--- config.mk ---
export PLATFORM = sky130hd
export DESIGN_NAME = debounce_bank
export DESIGN_NICKNAME = d
export VERILOG_FILES = /design/src/rtl/debounce_bank.sv
export SDC_FILE = /design/constraint.sdc
export NUM_CORES = 1
export LEC_CHECK = 0
export ABC_AREA = 1
export ABC_CLOCK_PERIOD_IN_PS = 2400
export CAP_MARGIN = 30
export CORE_UTILIZATION = 59
export DETAILED_ROUTE_END_ITERATION = 10
export PLACE_DENSITY = 0.77
export SLEW_MARGIN = 20
export SYNTH_ARGS = -nofsm -noshare
export SYNTH_HDL_FRONTEND = slang
export SYNTH_SLANG_ARGS = --single-unit
--- constraint.sdc ---
create_clock -name clock_in -period 2.4 [get_ports clock_in]
set_clock_uncertainty 0.2 [all_clocks]
set_input_delay 0.36 -clock clock_in [delete_from_list [all_inputs] [get_ports clock_in]]
set_output_delay 0.36 -clock clock_in [all_outputs]
set_load 0.01 [all_outputs]
--- src/rtl/debounce_bank.sv ---
// Multi-channel pushbutton conditioner. Each channel synchronises its raw
// input, debounces it, and emits press/release pulses plus optional auto-repeat.
module debounce_bank #(
    parameter int                    CHANNELS      = 5,
    parameter int                    STABLE_COUNT  = 1000000,
    parameter int                    REPEAT_DELAY  = 12500000,
    parameter int                    REPEAT_PERIOD = 3125000,
    parameter logic [CHANNELS-1:0]   REPEAT_MASK   = '0
) (
    input  logic                clock_in,
    input  logic                reset_in,
    input  logic [CHANNELS-1:0] noisy_in,
    output logic [CHANNELS-1:0] clean_out,
    output logic [CHANNELS-1:0] press_out,
    output logic [CHANNELS-1:0] release_out
);

    localparam int CNT_W   = $clog2(STABLE_COUNT + 1);
    localparam int RPT_MAX = (REPEAT_DELAY > REPEAT_PERIOD) ? REPEAT_DELAY : REPEAT_PERIOD;
    localparam int RPT_W   = $clog2(RPT_MAX + 1);

    localparam logic [CNT_W-1:0] CNT_LAST  = CNT_W'(STABLE_COUNT - 1);
    localparam logic [CNT_W-1:0] CNT_SAT   = CNT_W'(STABLE_COUNT);
    localparam logic [CNT_W-1:0] CNT_ONE   = CNT_W'(1);
    localparam logic [RPT_W-1:0] RPT_FIRST = RPT_W'(REPEAT_DELAY);
    localparam logic [RPT_W-1:0] RPT_NEXT  = RPT_W'(REPEAT_PERIOD);
    localparam logic [RPT_W-1:0] RPT_ONE   = RPT_W'(1);

    genvar gi;
    generate
        for (gi = 0; gi < CHANNELS; gi++) begin : g_chan
            logic             s1_reg;
            logic             s2_reg;
            logic             cand_reg;
            logic             clean_reg;
            logic             press_reg;
            logic             release_reg;
            logic             rep_flag_reg;
            logic [CNT_W-1:0] cnt_reg;
            logic [RPT_W-1:0] rcnt_reg;

            logic             clean_next;
            logic             held_next;
            logic             rpt_hit;
            logic [RPT_W-1:0] rcnt_inc;
            logic [RPT_W-1:0] rpt_thresh;

            always_comb begin
                clean_next = clean_reg;
                if ((s2_reg == cand_reg) && (cnt_reg == CNT_LAST)) begin
                    clean_next = cand_reg;
                end
                // Only a channel that was already pressed and stays pressed may repeat,
                // which keeps repeats out of both the initial-press and release cycles.
                held_next  = REPEAT_MASK[gi] && clean_reg && clean_next;
                rcnt_inc   = rcnt_reg + RPT_ONE;
                rpt_thresh = rep_flag_reg ? RPT_NEXT : RPT_FIRST;
                rpt_hit    = held_next && (rcnt_inc == rpt_thresh);
            end

            always_ff @(posedge clock_in) begin
                if (reset_in) begin
                    s1_reg       <= 1'b0;
                    s2_reg       <= 1'b0;
                    cand_reg     <= 1'b0;
                    clean_reg    <= 1'b0;
                    press_reg    <= 1'b0;
                    release_reg  <= 1'b0;
                    rep_flag_reg <= 1'b0;
                    cnt_reg      <= '0;
                    rcnt_reg     <= '0;
                end else begin
                    s1_reg <= noisy_in[gi];
                    s2_reg <= s1_reg;

                    if (s2_reg != cand_reg) begin
                        cand_reg <= s2_reg;
                        cnt_reg  <= '0;
                    end else if (cnt_reg == CNT_LAST) begin
                        cnt_reg <= CNT_SAT;
                    end else if (cnt_reg < CNT_LAST) begin
                        cnt_reg <= cnt_reg + CNT_ONE;
                    end

                    clean_reg   <= clean_next;
                    press_reg   <= (clean_next & ~clean_reg) | rpt_hit;
                    release_reg <= clean_reg & ~clean_next;

                    if (held_next) begin
                        if (rpt_hit) begin
                            rcnt_reg     <= '0;
                            rep_flag_reg <= 1'b1;
                        end else begin
                            rcnt_reg <= rcnt_inc;
                        end
                    end else begin
                        rcnt_reg     <= '0;
                        rep_flag_reg <= 1'b0;
                    end
                end
            end

            assign clean_out[gi]   = clean_reg;
            assign press_out[gi]   = press_reg;
            assign release_out[gi] = release_reg;
        end
    endgenerate

endmodule

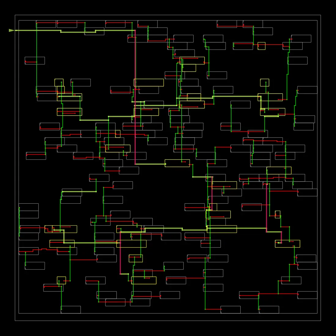
(run_1/clock_nets.png)
Worst-Skew Late Latency: 420 ps
Flop Count: 130
clk pwr: 2.69 mW

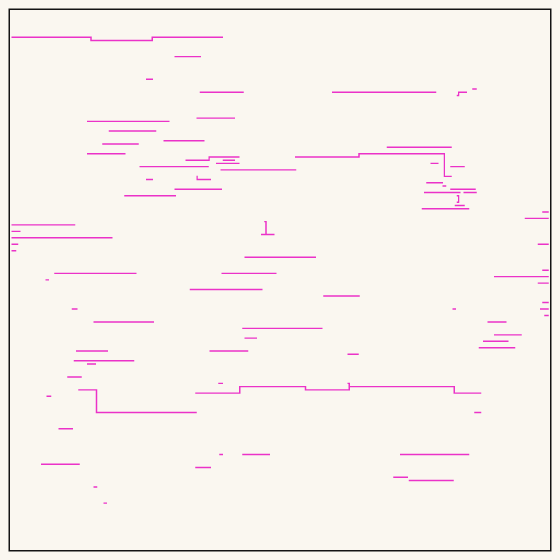
(run_1/m3.png)
- main direction: horizontal
- share of all routed wire: 4.2%
- nets with wire on the layer: 64
- wire length on this layer: 668 um
- longest straight run: 22.1 um

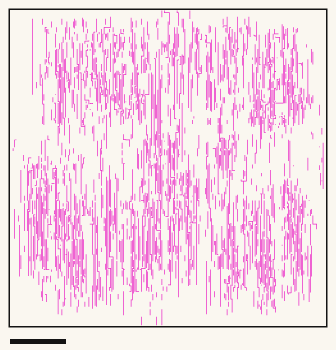
(run_1/m2.png)
Scale bar: 20 um.
- nets with wire on the layer: 891
- main direction: vertical
- longest straight run: 45.9 um

==> flow_metrics.py, run 1 <==
# Flow results
metrics = {
    "run_status": {
        "outcome": "complete, no violations",
    },
    "synthesis": {
        "syn_inst": 1135,
        "avgSynthCellArea_sq_um": 6.46,
        "yosysUniqueCellTypes": 33,
        "synthArstFlopShare": 0,
        "ys_sh_xor": 0.0430,
        "mux_area_frac": 0,
        "ys_warn_count": 0,
        "yosys.area.top_type_share": 0.355,
        "yosysTopAreaCell": "dfxtp_1",
        "ys_cells": 1135,
        "synth-edff-count": 0,
        "synthAdderAreaFrac": 0.00853,
        "netlist_area_sq_um": 7340,
        "synthSimpleGateAreaFrac": 0.395,
        "yosys-stat-area_sq_um": 7340,
        "yosys-top-cells-count": "nand2_1, nor2_1, inv_1",
        "synthFlopType": "dfxtp_1",
        "ys_seq_share": 0.355,
        "synth.most_common_cell": "nand2_1",
    },
    "power_and_ir_drop": {
        "power_frac_clock": 0.534,
        "p_comb_mw": 0.142,
        "swShare": 0.217,
        "leakagePower_nw": 3.18,
        "seq_power_share": 0.438,
        "intPower_mw": 3.95,
        "ir_drop_v": 0.000524,
        "p_sw_mw": 1.10,
        "power_mw": 5.05,
        "powerDensity_nw_per_um2": 615,
        "pwr-share-comb": 0.028,
        "top_power_group": "the clock network",
    },
    "detailed_routing": {
        "met1Wirelength_um": 7420,
        "detail-route-antenna-nets": 0,
        "via_per_inst": 5.15,
        "wl_met3_um": 668,
        "via_count": 6860,
        "drc": 0,
        "wl_um": 15900,
        "top_layer_used": "met4",
        "avgRoutedWirePerCell_um": 11.9,
    },
    "setup_path": {
        "cp_cell_sequence": "ha_1 > nand2_2 > nor2_8 > nand2_4 > nor3_4 > nor2_1 > clkinv_2 > a21oi_1",
        "reg2reg_slack_ps": 380,
        "crit_path_start_kind": "flip-flop",
        "rr_endpoint": "g_chan[3].cnt_reg[15]$_SDFFE_PP0P_",
        "reg2reg_from": "g_chan[3].cnt_reg[1]$_SDFFE_PP0P_",
        "worst-r2r-cell-count": 8,
        "critPathSlowestCell": "dfxtp_1",
        "critPathArrivalTime_ps": 2120,
        "cp_max_fo": 10,
        "cp-end-kind": "flip-flop",
        "cp-startpoint": "g_chan[3].cnt_reg[1]$_SDFFE_PP0P_",
    },
    "sta": {
        "rsz0062_at_grt": "false",
        "slew_headroom": 0.646,
        "fmax_ghz": 0.496,
        "final.min_clock_period_ps": 2020,
        "hold_slack_ps": 204,
        "hold_viol": 0,
        "tightestPinTransition_ps": 530,
        "setup_ws_ps": 383,
        "timing.final.crit_share": 0.840,
        "fin_tns_setup_ps": 0,
    },
    "layout": {
        "largest_reg_flops": 100,
        "non_clock_inverter_count": 152,
        "multiInputCombCellCount": 825,
        "comb_share": 0.480,
        "areaGrowthSynthToFinish_pct": 11.9,
        "fin_nets": 1164,
        "layout-drive-gt1-share": 0.0747,
        "clockNetworkAreaShare": 0.0759,
        "seq_share": 0.317,
        "regArea_sq_um": 2600,
        "nClkBuffers": 20,
        "signal_buffers": 26,
        "final_area_sq_um": 8210,
        "lay_top_count": "nand2_1",
        "num_antenna_cells": 0,
        "layout.nonclk_buf_frac": 0.0317,
        "comb_area_sq_um": 3940,
    },
    "job": {
        "max_cap_viol_count": 0,
    },
    "place": {
        "gp_congestion": 0.920,
        "portBuffers": 21,
        "hpwl_um": 11200,
    },
    "global_route": {
        "grt_max_degree": 26,
        "grt_util_met1": 0.327,
        "grt_pass1_vias": 6312,
        "gr-usage-all-layers": 0.261,
        "grt_busiest_layer": "met2",
        "gr-usage-met2": 0.433,
        "grt_antenna_before_repair": 0,
        "grt_use_met3": 0.0648,
        "overflow": 0,
    },
    "clocking": {
        "cts_hold_buf": 0,
        "clkSinkCount": 130,
        "cts_max_level": 4,
        "cts_resized": 0,
        "tritoncts": "done",
        "root_buffer": "clkbuf_16",
        "clock_path_buffers": 2,
        "postCtsSetupBuffers": 0,
        "cts.clk_slew.worst_paths_ps": 50,
    },
    "hold_path": {
        "hold_path_end": "g_chan[2].s2_reg$_SDFF_PP0_",
        "min_path_cells": 2,
        "min_path_type": "reg -> reg",
    },
    "floorplan": {
        "fp.dieH_um": 114,
        "rows": 40,
        "num_tap_cells": 168,
        "fp_util": 0.608,
        "core-area_sq_um": 12100,
        "chipArea_sq_um": 12900,
        "fp.dieW_um": 114,
    },
}
-- run 1: worst max path at each step --
stage                                         endpoint  cells past startpoint
detailed placement   g_chan[3].cnt_reg[8]$_SDFFE_PP0P_                      7
finish              g_chan[3].cnt_reg[15]$_SDFFE_PP0P_                      8
global placement     g_chan[3].cnt_reg[7]$_SDFFE_PP0P_                      7
global route         g_chan[1].cnt_reg[7]$_SDFFE_PP0P_                      7
floorplan            g_chan[3].cnt_reg[1]$_SDFFE_PP0P_                      9
CTS                 g_chan[0].cnt_reg[12]$_SDFFE_PP0P_                      7
-- run 1: critical path: cells and delay by family (launching register included) --
family,cells,cell delay (ps)
and+or+nand+nor,5,870
DFF,1,360
adders and majority gates,1,240
buffers and inverters,1,160
AOI/OAI and AO/OA,1,60
==> run_1/floorplan.png <==
Scale bar: 20 um. Pins as bars on the die edge.
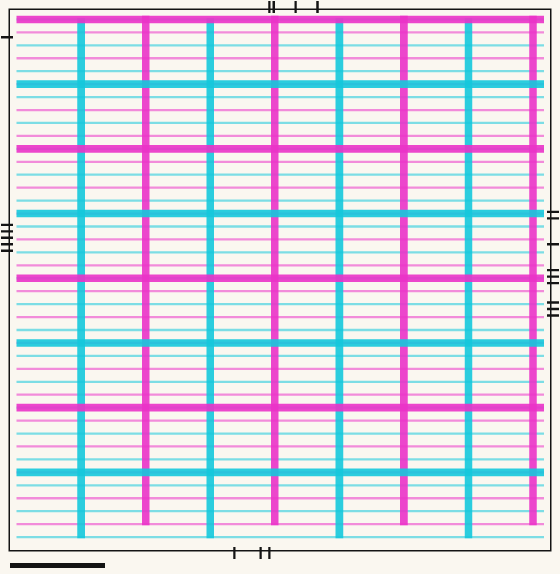

==> inputs of run 2 (changes only) <==
Settings changed: ABC_CLOCK_PERIOD_IN_PS 2400 to 1800, CORE_UTILIZATION 59 to 56, PLACE_DENSITY 0.77 to 0.76.
Clock period 2.4 ns to 1.8 ns, I/O delays scaled along.
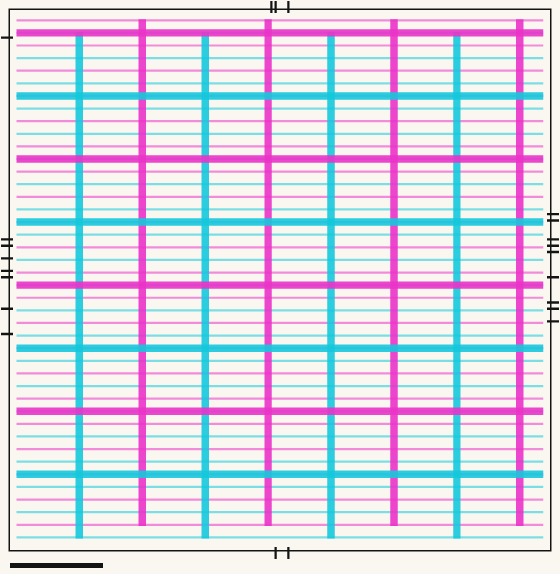
(run_2/floorplan.png)
Scale bar: 20 um. Pins as bars on the die edge.
- cyan: VSS
- magenta: VDD
- met1 rails: 42
- signal pins: 22
- rows: 41
- met4 straps: 8
- met5 straps: 8

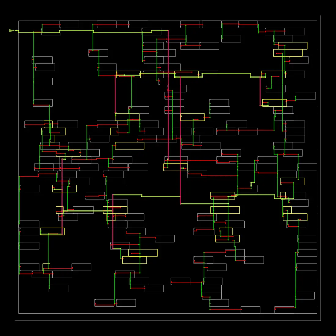
(run_2/clock_nets.png)
clk pwr: 3.79 mW
Worst-Skew Late Latency: 430 ps

==> run 2 against run 1 <==
Design area up 17%. Power is 39% higher. First-iteration DRC count up 10%. Maximum frequency up 14%. Largest cell class unchanged. Highest routed layer unchanged.
==> flow_metrics.py, run 2 <==
# Flow results
metrics = {
    "setup_path": {
        "worst-r2r-cell-count": 9,
        "cp-end-kind": "flip-flop",
        "crit_path_start_kind": "flip-flop",
        "cp-startpoint": "g_chan[4].cnt_reg[0]$_SDFFE_PP0P_",
        "critPathArrivalTime_ps": 1890,
        "reg2reg_from": "g_chan[4].cnt_reg[0]$_SDFFE_PP0P_",
        "rr_endpoint": "g_chan[4].press_reg$_SDFF_PP0_",
        "crit_end": "g_chan[4].press_reg$_SDFF_PP0_",
    },
    "global_route": {
        "gr-usage-all-layers": 0.271,
        "grt_antenna_before_repair": 0,
        "grt_pass1_vias": 6549,
        "overflow": 0,
    },
    "synthesis": {
        "synthFlopType": "dfxtp_1",
        "syn_inst": 1135,
        "netlist_area_sq_um": 7340,
        "ys_seq_share": 0.355,
        "ys_sh_xor": 0.0430,
        "synthSimpleGateAreaFrac": 0.395,
        "yosysTopAreaCell": "dfxtp_1",
        "yosys.area.top_type_share": 0.355,
        "mux_area_frac": 0,
        "synthArstFlopShare": 0,
        "ys_cells": 1135,
        "yosys-top-cells-count": "nand2_1, nor2_1, inv_1",
    },
    "power_and_ir_drop": {
        "p_sw_mw": 1.49,
        "p_comb_mw": 0.295,
        "power_mw": 7.03,
        "seq_power_share": 0.420,
        "pwr-share-comb": 0.042,
        "leakagePower_nw": 3.94,
        "top_power_group": "the clock network",
        "power_frac_clock": 0.538,
    },
    "floorplan": {
        "rows": 41,
        "core-area_sq_um": 12700,
        "fp.dieW_um": 116,
        "num_tap_cells": 172,
        "fp.dieH_um": 116,
    },
    "layout": {
        "lay_top_count": "nand2_1",
        "final_area_sq_um": 9630,
        "layout.nonclk_buf_frac": 0.124,
        "areaGrowthSynthToFinish_pct": 31.2,
        "flops": 130,
        "seq_share": 0.274,
        "nClkBuffers": 18,
        "comb_share": 0.449,
        "num_antenna_cells": 0,
        "comb_area_sq_um": 4320,
        "signal_buffers": 142,
    },
    "sta": {
        "slew_headroom": 0.764,
        "fin_tns_setup_ps": 0,
        "hold_viol": 0,
        "hold_slack_ps": 162,
        "rsz0062_at_grt": "true",
        "setup_ws_ps": 26.7,
    },
    "clocking": {
        "clkSinkCount": 130,
        "cts_max_level": 4,
        "clock_path_buffers": 2,
        "cts.clk_slew.worst_paths_ps": 60,
    },
    "run_status": {
        "outcome": "complete, no violations",
    },
    "job": {
        "max_cap_viol_count": 0,
    },
    "place": {
        "portBuffers": 21,
    },
    "hold_path": {
        "min_path_cells": 3,
        "min_path_type": "in -> reg",
    },
    "detailed_routing": {
        "via_count": 7624,
    },
}
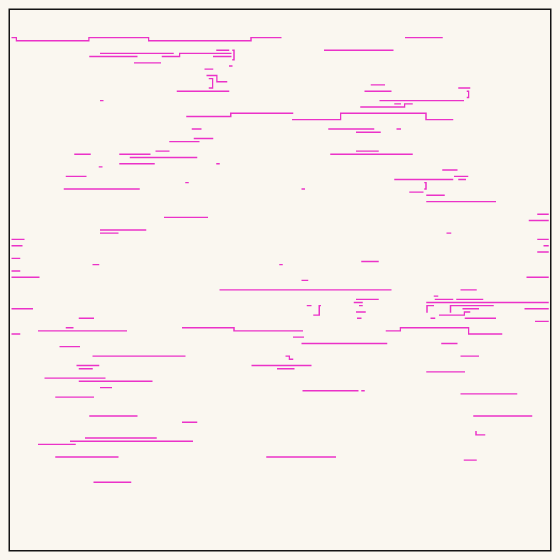
(run_2/m3.png)
- main direction: horizontal
- wire length on this layer: 943 um

run 2: worst max-delay path, cell delays in order, from the launching register on:
cell     delay, ps
dfxtp_2        360
ha_4           150
nand3_2         80
nor2_2         160
nand2_2         80
nor2_4         250
buf_6          150
nand2_2         70
nand2_2        110
nor3_2          50
run 2: metal layers:
layer  share of wire  track usage  vias to the layer above
met2            0.49        0.455                      217
li1                -            -                     3872
met5               0            0                        -
met4           0.018        0.104                        0
met3           0.050       0.0529                       46
met1            0.44        0.342                     3489
run 2: repair_timing:
item | 4_1_cts | 5_1_grt
hold buffers | 0 | 0
resized | 15 | 140
cloned | 0 | 5
setup buffers | 0 | 12
hold endpoints to repair | 0 | 0
pin swaps | 2 | 29
setup endpoints to repair | 39 | 95
Power is estimated from default activity; no workload was simulated.
